### src/rtl/net_packet_rx_pkg.sv
// Shared types for the network packet receiver: packet layout, opcodes,
// receiver FSM states and the widths of the register-file and barrier paths.
package net_packet_rx_pkg;

    localparam int mask_length_gp = 8;   // barrier mask width
    localparam int rs_imm_size_gp = 5;   // register-file address width

    // Opcode 0 is the NULL (idle) packet; a cleared input register reads as NULL.
    typedef enum logic [2:0] {
        OP_NULL  = 3'd0,
        OP_INSTR = 3'd1,
        OP_REG   = 3'd2,
        OP_PC    = 3'd3,
        OP_BAR   = 3'd4
    } net_op_e;

    typedef struct packed {
        logic [9:0]  id;
        net_op_e     net_op;
        logic [2:0]  reserved;
        logic [31:0] net_data;
        logic [15:0] net_addr;
    } net_packet_s;

    typedef enum logic [1:0] {
        HALT  = 2'd0,
        DRAIN = 2'd1,
        RUN   = 2'd2
    } rx_state_e;

endpackage

### src/rtl/net_rx_fifo.sv
// Buffer for register-file writes. Handshake: a transfer happens on a side in
// every cycle where both valid and ready are high on that side. in_ready also
// accepts a write into a full buffer when the head is popped in the same cycle.
// There is no bypass: a write into an empty buffer becomes visible next cycle.
module net_rx_fifo #(
    parameter int WIDTH_P = 37,
    parameter int DEPTH_P = 4
) (
    input  logic               clk,
    input  logic               reset,
    input  logic               in_valid,
    input  logic [WIDTH_P-1:0] in_data,
    output logic               in_ready,
    output logic               out_valid,
    output logic [WIDTH_P-1:0] out_data,
    input  logic               out_ready,
    output logic               full,
    output logic               empty
);

    localparam int AW = $clog2(DEPTH_P);
    localparam int CW = AW + 1;

    logic [WIDTH_P-1:0] mem [DEPTH_P];
    logic [AW-1:0]      wr_ptr;
    logic [AW-1:0]      rd_ptr;
    logic [CW-1:0]      count;
    logic               push;
    logic               pop;

    assign full      = (count == CW'(DEPTH_P));
    assign empty     = (count == '0);
    assign out_valid = !empty;
    assign in_ready  = !full || out_ready;
    assign push      = in_valid && in_ready;
    assign pop       = out_valid && out_ready;
    assign out_data  = mem[rd_ptr];

    // Storage array; contents need no reset because count gates visibility.
    always_ff @(posedge clk) begin
        if (push) mem[wr_ptr] <= in_data;
    end

    // Pointers and occupancy; depth is a power of two so pointers wrap freely.
    always_ff @(posedge clk or posedge reset) begin
        if (reset) begin
            wr_ptr <= '0;
            rd_ptr <= '0;
            count  <= '0;
        end else begin
            if (push) wr_ptr <= wr_ptr + AW'(1);
            if (pop)  rd_ptr <= rd_ptr + AW'(1);
            case ({push, pop})
                2'b10:   count <= count + CW'(1);
                2'b01:   count <= count - CW'(1);
                default: count <= count;
            endcase
        end
    end

endmodule

### src/rtl/net_packet_rx.sv
// Network packet receiver for one core. Registers the incoming packet, then
// decodes the registered copy: INSTR writes instruction memory, REG writes are
// buffered for the register file, BAR loads the barrier mask and PC starts a
// drain-then-load sequence that releases the core from halt.
// Optional: define NET_RX_STATS_EN to add packet and drop counters.
module net_packet_rx
    import net_packet_rx_pkg::*;
#(
    parameter logic [9:0] CORE_ID_P     = 10'd1,
    parameter int         FIFO_DEPTH_P  = 4,
    parameter int         IMEM_ADDR_W_P = 10
) (
    input  logic                      clk,
    input  logic                      reset,
    input  net_packet_s               net_packet_i,
    output logic                      imem_wen_o,
    output logic [IMEM_ADDR_W_P-1:0]  imem_addr_o,
    output logic [15:0]               imem_data_o,
    output logic                      rf_wen_o,
    output logic [rs_imm_size_gp-1:0] rf_addr_o,
    output logic [31:0]               rf_data_o,
    input  logic                      rf_ready_i,
    output logic [mask_length_gp-1:0] bar_mask_o,
    output logic                      pc_wen_o,
    output logic [IMEM_ADDR_W_P-1:0]  pc_o,
    output logic                      run_o,
    output logic                      drop_o,
    output logic [1:0]                state_o
`ifdef NET_RX_STATS_EN
    ,
    output logic [31:0]               pkt_count_o,
    output logic [15:0]               drop_count_o
`endif
);

    localparam logic [1:0] ST_HALT  = HALT;
    localparam logic [1:0] ST_DRAIN = DRAIN;
    localparam logic [1:0] ST_RUN   = RUN;
    localparam int         FW       = rs_imm_size_gp + 32;

    net_packet_s              pkt_r;
    logic                     hit;
    logic                     is_instr;
    logic                     is_reg;
    logic                     is_bar;
    logic                     is_pc;
    logic [FW-1:0]            fifo_in;
    logic [FW-1:0]            fifo_out;
    logic                     fifo_in_ready;
    logic                     fifo_full;
    logic                     fifo_empty;
    logic [1:0]               state;
    logic [1:0]               state_n;
    logic                     load_pc;
    logic [IMEM_ADDR_W_P-1:0] pend_pc;
    logic                     run_r;
    logic                     unused_bits;

    // Single input register; everything downstream decodes this copy.
    always_ff @(posedge clk or posedge reset) begin
        if (reset) pkt_r <= '0;
        else       pkt_r <= net_packet_i;
    end

    assign hit      = (pkt_r.id == CORE_ID_P) && (pkt_r.net_op != OP_NULL);
    assign is_instr = hit && (pkt_r.net_op == OP_INSTR);
    assign is_reg   = hit && (pkt_r.net_op == OP_REG);
    assign is_bar   = hit && (pkt_r.net_op == OP_BAR);
    assign is_pc    = hit && (pkt_r.net_op == OP_PC);

    assign fifo_in  = {pkt_r.net_addr[rs_imm_size_gp-1:0], pkt_r.net_data};

    net_rx_fifo #(
        .WIDTH_P (FW),
        .DEPTH_P (FIFO_DEPTH_P)
    ) u_fifo (
        .clk       (clk),
        .reset     (reset),
        .in_valid  (is_reg),
        .in_data   (fifo_in),
        .in_ready  (fifo_in_ready),
        .out_valid (rf_wen_o),
        .out_data  (fifo_out),
        .out_ready (rf_ready_i),
        .full      (fifo_full),
        .empty     (fifo_empty)
    );

    assign rf_addr_o = fifo_out[FW-1:32];
    assign rf_data_o = fifo_out[31:0];

    // Next-state logic: a PC packet always (re)enters DRAIN; DRAIN completes
    // only once the buffer is empty and no REG write arrives that cycle.
    always_comb begin
        state_n = state;
        load_pc = 1'b0;
        case (state)
            ST_HALT:  if (is_pc) state_n = ST_DRAIN;
            ST_DRAIN: if (!is_pc && fifo_empty && !is_reg) begin
                state_n = ST_RUN;
                load_pc = 1'b1;
            end
            ST_RUN:   if (is_pc) state_n = ST_DRAIN;
            default:  state_n = ST_HALT;
        endcase
    end

    // FSM state, pending PC and the run flag, which stays set through a
    // re-drain once the core has been released.
    always_ff @(posedge clk or posedge reset) begin
        if (reset) begin
            state   <= ST_HALT;
            pend_pc <= '0;
            run_r   <= 1'b0;
        end else begin
            state <= state_n;
            if (is_pc)   pend_pc <= pkt_r.net_data[IMEM_ADDR_W_P-1:0];
            if (load_pc) run_r   <= 1'b1;
        end
    end

    // Registered strobes and held output values.
    always_ff @(posedge clk or posedge reset) begin
        if (reset) begin
            imem_wen_o  <= 1'b0;
            imem_addr_o <= '0;
            imem_data_o <= '0;
            bar_mask_o  <= '0;
            pc_wen_o    <= 1'b0;
            pc_o        <= '0;
            drop_o      <= 1'b0;
        end else begin
            imem_wen_o <= is_instr;
            if (is_instr) begin
                imem_addr_o <= pkt_r.net_addr[IMEM_ADDR_W_P-1:0];
                imem_data_o <= pkt_r.net_data[15:0];
            end
            if (is_bar) bar_mask_o <= pkt_r.net_data[mask_length_gp-1:0];
            pc_wen_o <= load_pc;
            if (load_pc) pc_o <= pend_pc;
            drop_o <= is_reg && !fifo_in_ready;
        end
    end

    assign run_o   = run_r;
    assign state_o = state;

`ifdef NET_RX_STATS_EN
    // Accepted-packet counter (wraps) and drop counter (saturates).
    always_ff @(posedge clk or posedge reset) begin
        if (reset) begin
            pkt_count_o  <= '0;
            drop_count_o <= '0;
        end else begin
            if (hit && !(is_reg && !fifo_in_ready)) pkt_count_o <= pkt_count_o + 32'd1;
            if (is_reg && !fifo_in_ready && drop_count_o != 16'hFFFF)
                drop_count_o <= drop_count_o + 16'd1;
        end
    end
`endif

    assign unused_bits = ^{pkt_r.reserved, pkt_r.net_addr, fifo_full};

endmodule

### config.mk
export PLATFORM = sky130hd
export DESIGN_NAME = net_packet_rx
export DESIGN_NICKNAME = d
export VERILOG_FILES = /design/src/rtl/net_packet_rx_pkg.sv /design/src/rtl/net_rx_fifo.sv /design/src/rtl/net_packet_rx.sv
export SDC_FILE = /design/constraint.sdc
export NUM_CORES = 1
export LEC_CHECK = 0
export CORE_MARGIN = 8
export CORE_UTILIZATION = 45
export CTS_CLUSTER_DIAMETER = 100
export DETAILED_ROUTE_END_ITERATION = 8
export PLACE_DENSITY_LB_ADDON = 0.08
export SLEW_MARGIN = 20
export SYNTH_ARGS = -nofsm -noshare
export SYNTH_HDL_FRONTEND = slang
export SYNTH_HIERARCHICAL = 1
export SYNTH_SLANG_ARGS = --single-unit
### constraint.sdc
create_clock -name clk -period 7.86 [get_ports clk]
set_input_delay 1.572 -clock clk [delete_from_list [all_inputs] [get_ports clk]]
set_output_delay 1.572 -clock clk [all_outputs]
set_load 0.02 [all_outputs]
Figure 1. Cells by drive strength (run 1).
Scale bar: 50 microns.
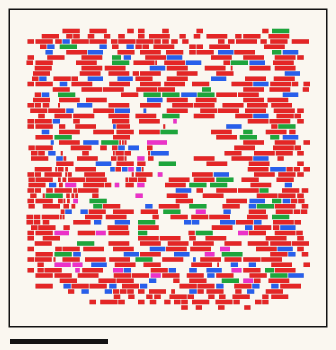
[drive 3 to 4] magenta | cells: 23 | share: 3.7% | most used: mux2_4
[drive 2] blue | cells: 93 | share: 15% | most used: mux2_2
[drive 1 or less] red | cells: 465 | share: 75% | most used: edfxtp_1
[drive 6 and up] green | cells: 42 | share: 6.7% | most used: clkbuf_16
Non-clk bufs: 148
Final Cell Area: 12290 sq um
setup ws final: 3.576 ns
Layout area overhead: 28.69%

Figure 2. Signal wires on met4 (run 1).
Supply wires on this layer in gray.
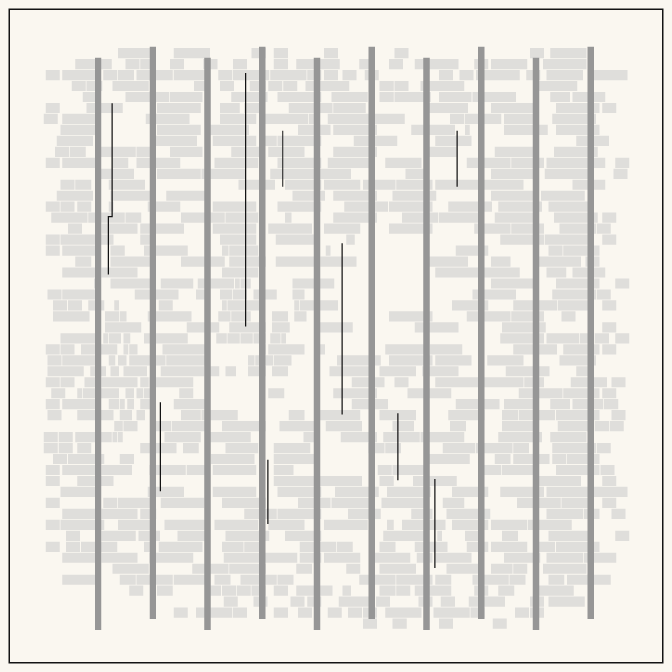
nets with wire on the layer: 4
wire length on this layer: 251 microns
longest straight run: 62.6 microns

==> run_results.csv, run 1 <==
group,metric,value,unit
place,hpwl,11080,microns
synth,syn_nets,509,
sta,hold_viol_final,0,
worst_setup_path,cp.depth,2,
worst_setup_path,path_max_fanout,39,
run,drv_cap,0,
finish,clkbuf_count,44,
detailed_routing,drt_iter0_drc,186,
worst_setup_path,start_kind,"flop",
cts,root_buffer,"clkbuf_16",
cts,htreeDepth,1,
worst_setup_path,r2r_start,"pkt_r[58]$_DFF_PP0_",
worst_setup_path,crit_type,"reg2out",
detailed_routing,highest-signal-layer,"met4",
floorplanning,coreArea,20960,sq um
finish,clkCellAreaFrac,8.056,%
finish,mostFrequentLayoutCell,"edfxtp_1",
worst_setup_path,required,6.29,ns
finish,num-multi-input-gates,140,
synth,syn_area,9547,sq um
finish,final_util,58.63,%
place,dpl_worst_slack,3.781,ns
global_route,grt_start_max_net_pins,70,
worst_setup_path,reg2reg_depth,4,
pwr,power.total,3.639,mW
finish,register_area,7502,sq um
min_path,min_path_type,"reg2reg",
pwr,vdd_drop_max,145.1,uV
global_route,grt_use_met2,23.95,%
finish,final_cell_mix,"edfxtp_1, clkdlybuf4s50_1, dfrtp_1",
finish,nets,674,
detailed_routing,dr.pass1.iters,4,
outcome,status,"finished clean",
worst_setup_path,cpLargestDelayFamily,"flip-flops",
worst_setup_path,reg2reg_slack,4.82,ns
worst_setup_path,max_stage_delay,0.98,ns
place,dpl-instance-area,11280,sq um
cts,cts_tree,"built",
floorplanning,chip_area,26130,sq um
finish,final-comb-area,1924,sq um
floorplanning,ios,155,
detailed_routing,wire_per_inst,20.45,microns
worst_setup_path,crit_slowest_cell,"dfrtp_4",
finish,flops,270,
finish,inverters,13,
cts,hold_buffers,0,
finish,largestClassByArea,"registers",
min_path,holdPathEnd,"run_o$_DFFE_PP0P_",
cts,clock_sinks,270,
worst_setup_path,setup.worst_path.end,"rf_data_o[11]",
finish,drive_gt1_share,25.36,%
pwr,power.density,296.2,nW/um^2
worst_setup_path,crit_arrival,2.71,ns
floorplanning,std_cell_rows,53,
floorplanning,die_w,161.7,microns
sta,setup_viol,0,
global_route,grtUsageMet1,17.81,%
place,port_buffers,145,
cts,post_cts_buffers,0,
finish,seq_share,61.07,%
sta,skew,0.005249,ns
sta,fin_crit,4.285,ns
worst_setup_path,startpoint,"u_fifo/rd_ptr[0]$_DFFE_PP0P_",
sta,holdWs,0.4665,ns
cts,ctsResizeCount,0,
sta,max_freq,233.4,MHz
synth,ys_warn_count,6,
floorplanning,fp_util,45.56,%
place,gp_congestion,0.6752,
global_route,overflow,0,
finish,fillers,1601,
place,dp.cells,846,
global_route,busiest_layer,"met2",
global_route,grt_first_pass_wirelength,29150,microns
cts,clkTransAtPathRegs,0.06,ns
sta,drv_slew,0,
Figure 3. M3 wires (run 1).
Scale bar: 50 microns.
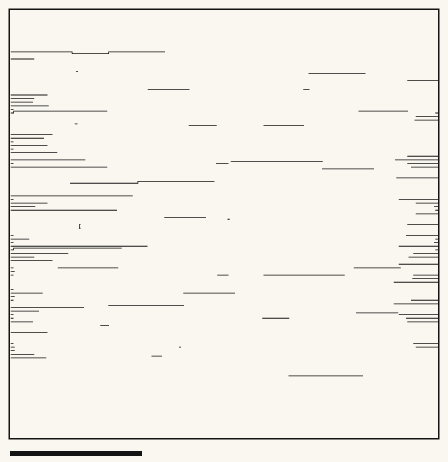
nets with wire on the layer: 89
main direction: horizontal
longest straight run: 51.3 microns
share of all routed wire: 7.3%
wire length on this layer: 1340 microns
Routed Wire Length: 18360 microns
via count: 4544
GRT met3 Usage: 4.505%

run 1: sequential cells by signal, indices dropped and copies added, names as in the netlist:
name,count
u_fifo/mem,148
fifo_in,37
pkt_r,18
imem_data_o,16
imem_addr_o,10
pc_o,10
pend_pc,10
bar_mask_o,8
u_fifo/count,3
state_o,2
u_fifo/rd_ptr,2
u_fifo/wr_ptr,2
drop_o,1
imem_wen_o,1
pc_wen_o,1
run_o,1
run 1: where the power goes:
group          internal [mW]  switching, mW  leakage [nW]
registers               1.53          0.136          2.88
logic                  0.377          0.258          1.37
clock network          0.836          0.506         0.491
total                   2.74          0.900          4.74
run 1: worst register-to-register path, delay by kind of cell (launching register included):
family / cells / cell delay (ns)
DFF: 1 / 0.39
and+or+nand+nor: 4 / 2.25
==> run 2: changes to the inputs <==
- clock period: 7.86 -> 4.3 ns (I/O delays scaled with it)
Figure 4. Placement view (run 2).
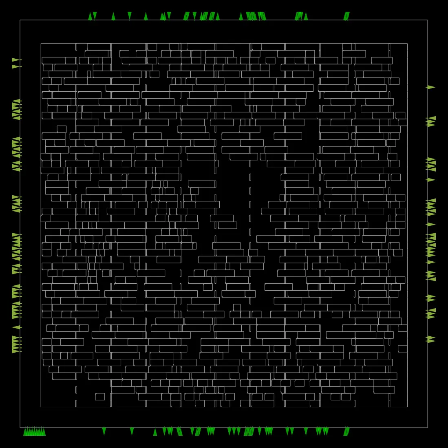
tapcell count: 275
fin cells: 901
core area: 20960 sq um
Seq/total area: 61.23%

==> run 2 against run 1 <==
Net effect:
- core utilization is 0.16 points lower
- wire length rose by 0.26%
- combinational power grew 91%
- clock power rose by 75%
- die area unchanged
- hold slack improved by 0.0050 ns
- largest cell class unchanged
==> run_results.csv, run 2 <==
group,metric,value,unit
finish,regMostFlops,"u_fifo/mem",
floorplanning,fp_util,45.56,%
global_route,grt_use_met3,4.455,%
worst_setup_path,crit_type,"reg2out",
cts,hold_buffers,0,
finish,final-comb-area,1921,sq um
worst_setup_path,cp.depth,2,
sta,fin_crit,3.565,ns
finish,finalInstanceArea,12250,sq um
worst_setup_path,start_kind,"flop",
worst_setup_path,path_max_fanout,39,
worst_setup_path,reg2reg_slack,1.28,ns
worst_setup_path,required,3.44,ns
synth,syn_nets,509,
floorplanning,std_cell_rows,53,
detailed_routing,ant_nets,0,
cts,root_buffer,"clkbuf_16",
sta,holdWs,0.4715,ns
global_route,overflow,0,
floorplanning,ios,155,
worst_setup_path,setup.worst_path.end,"rf_data_o[10]",
sta,hold_viol_final,0,
sta,max_freq,280.5,MHz
run,drv_cap,0,
finish,nets,677,
pwr,internal-power,4.891,mW
global_route,busiest_layer,"met2",
pwr,pwr-share-comb,18.5,%
place,gp_congestion,0.6834,
global_route,grt_use_met2,24.12,%
cts,cts_tree,"built",
place,hpwl,11180,microns
global_route,grt_first_pass_wirelength,29660,microns
finish,register_area,7502,sq um
outcome,status,"finished clean",
worst_setup_path,max_stage_delay,0.98,ns
sta,drv_slew,0,
min_path,holdPathEnd,"run_o$_DFFE_PP0P_",
finish,mostFrequentLayoutCell,"edfxtp_1",
finish,drive_gt1_share,25.24,%
synth,avgSynthCellArea,21.90,sq um
finish,final_cell_mix,"edfxtp_1, clkdlybuf4s50_1, dfrtp_1",
worst_setup_path,crit_arrival,2.70,ns
finish,largest_reg_flops,148,
place,dpl_worst_slack,1.002,ns
cts,htreeDepth,1,
finish,fillers,1614,
worst_setup_path,reg2reg_depth,4,
synth,syn_area,9547,sq um
floorplanning,chip_area,26130,sq um
detailed_routing,drt-total-wl,18410,microns
cts,ctsResizeCount,0,
finish,areaGrowthSynthToFinish,28.34,%
detailed_routing,drt_iter0_drc,170,
global_route,grtUsageMet1,18.51,%
pwr,vdd_drop_max,285.0,uV
pwr,power.total,6.548,mW
min_path,min_path_type,"reg2reg",
pwr,power_frac_seq,45.7,%
floorplanning,die_w,161.7,microns
synth,ys_warn_count,6,
sta,setup_viol,0,
detailed_routing,dr.pass1.iters,4,
worst_setup_path,r2r_start,"pkt_r[58]$_DFF_PP0_",
sta,layout_setup_ws,0.7354,ns
place,dpl-instance-area,11340,sq um
Figure 5. Metal layers overlaid (run 2).
Scale bar: 50 microns.
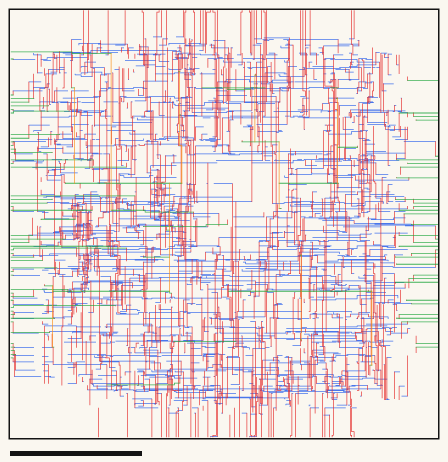
[met1] blue | wire length: 7640 microns
[met3] green | wire length: 1320 microns
[met4] orange | wire length: 344 microns
[met2] red | wire length: 9100 microns
via count: 4535
GRT Resource Usage Total: 14.58%
WL/cell: 20.43 microns

[run 2: cell count changes in the layout (fill, tap and decap cells not counted), sizes merged]
| cell | before | now |
|---|---|---|
| clkinv | 6 | 14 |
| bufinv | 1 | 3 |
| buf | 3 | 6 |
| inv | 13 | 14 |
| clkbuf | 44 | 33 |
[run 2: power by group through the flow]
stage | logic, mW | clock network (mW) | registers, mW
floorplan | 0.841 | 0 | 2.88
global placement | 1.23 | 0 | 3.05
detailed placement | 1.24 | 0 | 3.06
CTS | 1.24 | 2.42 | 3.01
global route | 1.29 | 2.52 | 3.03
finish | 1.21 | 2.34 | 2.99
[run 2: area by class of cell]
class	count	area share (%)
clock inverter	19	1.399
sequential	270	61.23
multi-input combinational	140	15.68
clock buffer	33	6.046
tap	275	2.808
inverter	13	0.4187
timing repair buffer	151	12.42
Power and IR drop assume default switching activity.
